Metal 2:
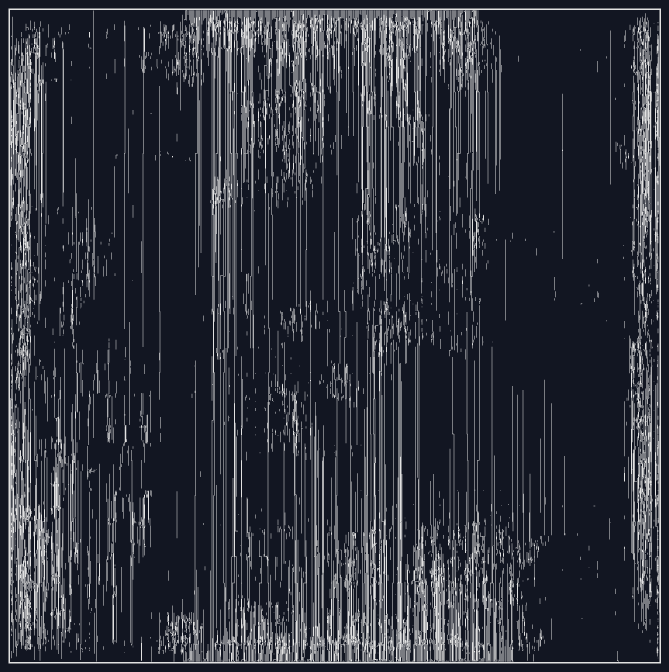
Cell area per tile:
The die is cut into 26 by 26 equal tiles; white is low, dark blue is high, 0 to 100% covered.
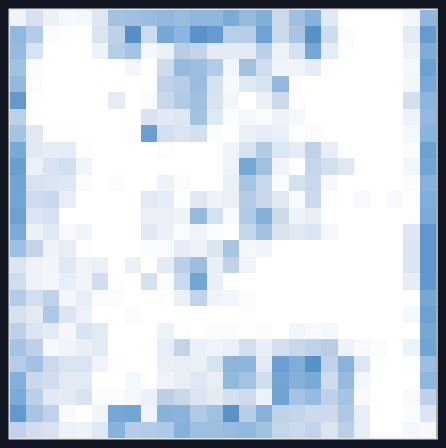
Metal layers overlaid:
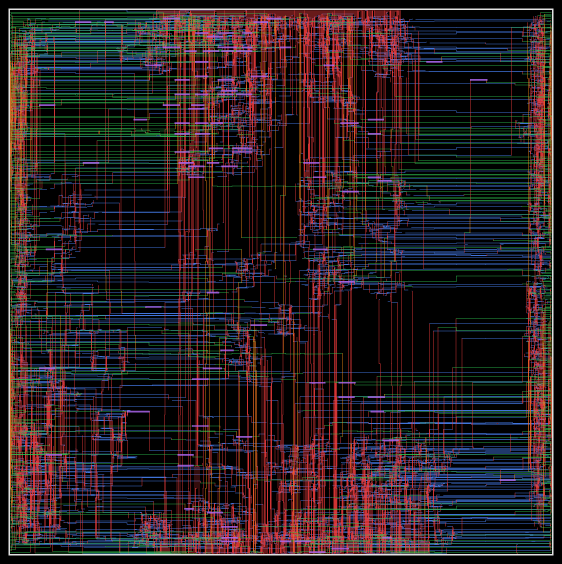
--- src/rtl/ccip_rd_arbiter.sv ---
// Round-robin, credit-limited arbiter sharing the CCI-P channel-0 read path among N_REQ requesters.
// Each read carries its requester index in mdata[15:8] so the response can be steered back.
module ccip_rd_arbiter #(
  parameter int N_REQ   = 4,
  parameter int MAX_OUT = 64,
  parameter int ADDR_W  = 42
) (
  input  logic                    clk,
  input  logic                    spl_reset,
  input  logic [N_REQ-1:0]        req_valid,
  input  logic [N_REQ*ADDR_W-1:0] req_addr,
  output logic [N_REQ-1:0]        req_ready,
  input  logic                    spl_tx_rd_almostfull,
  output logic                    tx_rd_valid,
  output logic [ADDR_W-1:0]       tx_rd_addr,
  output logic [15:0]             tx_rd_mdata,
  input  logic                    rx_rd_valid,
  input  logic [15:0]             rx_rd_mdata,
  input  logic [511:0]            rx_data,
  output logic [N_REQ-1:0]        rsp_valid,
  output logic [511:0]            rsp_data,
  input  logic                    quiesce,
  output logic                    idle,
  output logic [7:0]              outstanding,
  output logic                    err_bad_rsp
);
  localparam int IDX_W = (N_REQ > 1) ? $clog2(N_REQ) : 1;

  logic [IDX_W-1:0] rr_ptr;
  logic [7:0]       seq;
  logic             can_issue_p0;
  logic             grant_vld_p0;
  logic [IDX_W-1:0] grant_idx_p0;
  logic [IDX_W-1:0] cand_p0;
  logic [7:0]       rsp_idx_p0;
  logic             rsp_ok_p0;
  logic [N_REQ-1:0] rsp_sel_p0;
  logic             unused_seq;

  // The response's sequence byte is informational only; routing uses the index byte.
  assign unused_seq = ^rx_rd_mdata[7:0];

  function automatic logic [IDX_W-1:0] ptr_after(input logic [IDX_W-1:0] g);
    if (int'(g) == N_REQ - 1) return '0;
    return g + IDX_W'(1);
  endfunction

  // Stage p0: same-cycle round-robin grant starting at rr_ptr
  always_comb begin
    can_issue_p0 = !spl_tx_rd_almostfull && (int'(outstanding) < MAX_OUT) &&
                   !quiesce && !spl_reset;
    grant_vld_p0 = 1'b0;
    grant_idx_p0 = '0;
    cand_p0      = rr_ptr;
    for (int k = 0; k < N_REQ; k++) begin
      if (can_issue_p0 && !grant_vld_p0 && req_valid[cand_p0]) begin
        grant_vld_p0 = 1'b1;
        grant_idx_p0 = cand_p0;
      end
      cand_p0 = ptr_after(cand_p0);
    end
    req_ready = '0;
    if (grant_vld_p0) req_ready[grant_idx_p0] = 1'b1;
  end

  // Stage p0: response qualification; a response with nothing in flight is an underflow
  always_comb begin
    rsp_idx_p0 = rx_rd_mdata[15:8];
    rsp_ok_p0  = rx_rd_valid && (int'(rsp_idx_p0) < N_REQ) && (outstanding != 8'd0);
    rsp_sel_p0 = '0;
    for (int i = 0; i < N_REQ; i++) rsp_sel_p0[i] = rsp_ok_p0 && (int'(rsp_idx_p0) == i);
  end

  // Stage p1: registered issue, response strobe and credit count
  always_ff @(posedge clk) begin
    if (spl_reset) begin
      rr_ptr      <= '0;
      seq         <= '0;
      tx_rd_valid <= 1'b0;
      tx_rd_addr  <= '0;
      tx_rd_mdata <= '0;
      rsp_valid   <= '0;
      rsp_data    <= '0;
      outstanding <= '0;
      err_bad_rsp <= 1'b0;
    end else begin
      tx_rd_valid <= grant_vld_p0;
      if (grant_vld_p0) begin
        tx_rd_addr  <= req_addr[int'(grant_idx_p0)*ADDR_W +: ADDR_W];
        tx_rd_mdata <= {8'(grant_idx_p0), seq};
        seq         <= seq + 8'd1;
        rr_ptr      <= ptr_after(grant_idx_p0);
      end
      rsp_valid <= rsp_sel_p0;
      if (rsp_ok_p0) rsp_data <= rx_data;
      if (rx_rd_valid && !rsp_ok_p0) err_bad_rsp <= 1'b1;
      case ({grant_vld_p0, rsp_ok_p0})
        2'b10:   outstanding <= outstanding + 8'd1;
        2'b01:   outstanding <= outstanding - 8'd1;
        default: outstanding <= outstanding;
      endcase
    end
  end

  assign idle = (outstanding == 8'd0) && !tx_rd_valid;

endmodule
--- config.mk ---
export PLATFORM = sky130hd
export DESIGN_NAME = ccip_rd_arbiter
export DESIGN_NICKNAME = d
export VERILOG_FILES = /design/src/rtl/ccip_rd_arbiter.sv
export SDC_FILE = /design/constraint.sdc
export NUM_CORES = 1
export LEC_CHECK = 0
export CAP_MARGIN = 15
export CORE_AREA = 4 4 507 509
export DETAILED_ROUTE_END_ITERATION = 10
export DIE_AREA = 0 0 511 513
export REMOVE_ABC_BUFFERS = 1
export SLEW_MARGIN = 15
export SYNTH_ARGS = -nofsm -noshare
export SYNTH_HDL_FRONTEND = slang
export SYNTH_SLANG_ARGS = --single-unit
--- constraint.sdc ---
create_clock -name clk -period 5.2 [get_ports clk]
set_clock_uncertainty 0.1 [all_clocks]
set_input_delay 1.04 -clock clk [delete_from_list [all_inputs] [get_ports clk]]
set_output_delay 1.04 -clock clk [all_outputs]
set_load 0.01 [all_outputs]
==> notes.md <==
run results: outcome completed, Comb/total area 21.7%, area share of the largest cell type after synthesis 54.0%, final hold slack 353 ps, Logic pwr share 8.2%, Final Critical Period 4940 ps, vias after detailed routing 25200, Fmax 202 MHz, first-pass GRT wire length 266000 um, OpenROAD warnings 68, leakage 13.4 nW, grt ovf 0, Port Buffers 1279, final setup vio count 0, TNS Setup 0 ps, Final period util 95.1%, Seq/total area 28.4%, FILL cells 28400, Synthesis Warnings 0, post-synth top area cell dfxtp_1, comb_multi_in 1854, actual slew at the worst max-slew pin 1110 ps, clock sinks 588, Latency at later pin 700 ps, pwr dens 286 nW/um2, Area Growth Syn to Fin 90.4%, relative slew slack 25.9%, Flop Count 588, buffering overhead 31.9%, hpwl dp 182000 um, clock root buffer clkbuf_16, Final clock-cell share 7.23%, Row Count 185, ys flop type dfxtp_1, Overall Global Routing Usage 15.6%, Hold Startpoint rsp_data[227]$_SDFFE_PP0P_, nets@finish 4601, Post-synth regs 588, CTS tree built, fp_density 8.61%, post-CTS repair timing setup buffer count 0, Clock Pin Slew Worst Setup and Hold Paths 50 ps, share of post-route cells with drive strength above 1 5.64%, Cell variety after synth 61, drt via density 3.42, Ports 1294, Non-clk bufs 1323, remaining routing DRC violations 0, Die Height 513 um, post_cts resized 0, Fin. Hold Viols 0, Psw 2.96 mW, pin count of the biggest net entering global routing 178, Clock Power Share 53.3%, Chip Width 511 um, Num CTS Buffers 84, RSZ-0062 raised after global routing false, total iterations of the first detailed-routing run 5, Critical Path Start req_valid[2], Seq share, synth 54.0%, CP required 4060 ps, Sequential cell area 11800 um2, comb. cell area 9000 um2, yosys synthesis chip area 21800 um2, Max Cap Viol 0, nonclk inv count 31, core footprint 253000 um2, synthesized area per cell 8.13 um2, Worst Reg-to-Reg Cells 15, largest class non-clock buffers, type of the worst min-delay path reg2reg, fin area 41500 um2, Final ANT Viol Nets 0, H-tree depth 3, CTS Buffer Depth 3, DRT iter0 DRCs 1483, Worst VDD drop 0.222 mV, Pint 8.92 mW, Placed Area 38300 um2, Arr. time, crit path 3800 ps, DR WL/cell 29.0 um, crit path max fanout 7, Worst Hold Depth 2, Sw Ratio 25.0%, vias in the first global route 24500, Post-synth EDFFs 0, clkbuf count 110, Setup CP Type in2out, DRT Wirelength 214000 um, dominant cells by area after synthesis dfxtp_1 (54%), nand2_1 (18%), a21oi_1 (12%), R2R setup slack 1010 ps, cells in synth_stat.txt 2679, Crit Reg-Reg Startpoint rr_ptr[1]$_SDFFE_PP0P_, Worst setup EP type primary output, # hold bufs at CTS 0, RePlAce Congestion 0.889, top cells by count nand2_1 (1034), dfxtp_1 (588), a21oi_1 (523), sequential power share 38.4%, asr flop ratio synth 0%, initial antenna violation count 268, top-count cell post-synth nand2_1, Syn Inst Count 2679, critical path launch point type input pin, Die ar. 262000 um2, n_diodes 58, Tapcells 3366, final tally of max-slew violations 0, mapped cell area 21800 um2
About 'metal 2':
share of all routed wire: 42%
nets with wire on the layer: 3926

About 'cell area per tile':
densest ninth of the die: north
mean over tiles: 14%
nearly empty tiles: 37%
fullest tile: 61%

About 'metal layers overlaid':
[M3] green | wire length: 36.1 mm
[M2] red | wire length: 90.0 mm
[M1] blue | wire length: 77.8 mm
[M4] orange | wire length: 8840 um
[M5] purple | wire length: 1190 um

==> cell families (layout without fill, tap and decap cells) <==
kind of cell               count (synthesis)  count (layout)  share of synthesized area [%]
AOI/OAI and AO/OA                        631             631                           16.6
and+or+nand+nor                         1137            1137                           20.4
adders and majority gates                 14              14                          0.838
muxes                                     57              57                           2.74
xor gates and xnor gates                   9               9                          0.362
DFF                                      588             588                           54.0
buffers and inverters                    242            1510                           4.94
other                                      1              64                         0.0172
==> power by group through the flow <==
stage / clock, mW / combinational [mW] / sequential (mW)
after floorplan: 0 / 0.119 / 4.67
after global routing: 6.75 / 1.04 / 4.57
final: 6.33 / 0.979 / 4.57
after CTS: 6.62 / 1.00 / 4.57
after detailed placement: 0 / 0.997 / 4.66
after global placement: 0 / 0.996 / 4.67
==> worst max-delay path: stages <==
cell,delay (ps)
clkdlybuf4s50_1,650
or3b_2,500
o22a_1,200
a311o_1,380
clkinv_2,110
ha_1,150
and2_1,180
clkdlybuf4s50_1,590
==> state kept, by name, summed over array words and instances (netlist names) <==
name and count:
tx_rd_valid 1, outstanding 8, rsp_data 512, seq 8, rsp_valid 4, err_bad_rsp 1, rr_ptr 2, tx_rd_mdata 10
tx_rd_addr 42
==> metrics by stage <==
step           instances  setup WS (ps)  power, mW  utilization [%]
6_report            7376            257       11.9             16.4
5_1_grt             7335            138       12.3             16.4
4_1_cts             7318            203       12.2             16.3
3_5_place_dp        7162            216       5.66             15.2
3_3_place_gp        7162            143       5.66             15.2
2_1_floorplan       2473         -20880       4.79                -
==> worst paths after layout <==
path | to
max | req_ready[3]
min | rsp_data[227]$_SDFFE_PP0P_
max reg2reg | outstanding[7]$_SDFFE_PP0P_
min reg2reg | rsp_data[227]$_SDFFE_PP0P_
==> metal layers <==
metal | up-vias | share of wire [%] | GRT usage [%]
met3 | 418 | 17 | 12.2
met4 | 184 | 4.1 | 5.64
li1 | 11400 | - | -
met2 | 1460 | 42 | 23.5
met5 | - | 0.55 | 0
met1 | 11800 | 36 | 16.3
==> cells in the final DEF, fill, tap and decap left out, types with 3 or more instances in the layout <==
| cell type | count |
|---|---|
| clkdlybuf4s50_1 | 1278 |
| nand2_1 | 1034 |
| dfxtp_1 | 588 |
| a21oi_1 | 523 |
| clkbuf_16 | 85 |
| diode_2 | 58 |
| mux2i_1 | 54 |
| nor2_1 | 36 |
| buf_4 | 36 |
| inv_1 | 28 |
| nor2b_1 | 25 |
| o31ai_1 | 24 |
| a222oi_1 | 22 |
| o22ai_1 | 20 |
| a221oi_2 | 20 |
| clkbuf_1 | 14 |
| clkinv_2 | 13 |
| ha_1 | 13 |
| bufinv_16 | 12 |
| clkbuf_8 | 11 |
| clkinvlp_4 | 11 |
| buf_12 | 8 |
| nor3_1 | 7 |
| o21ai_0 | 6 |
| conb_1 | 6 |
| nand3_1 | 5 |
| xor2_1 | 5 |
| inv_6 | 5 |
| nand2b_1 | 4 |
| and2_1 | 4 |
| xnor2_1 | 4 |
| nor4b_1 | 3 |
| or3_1 | 3 |
| nand4_1 | 3 |
Power figures rest on the tool's default switching activity, not on a simulated workload.
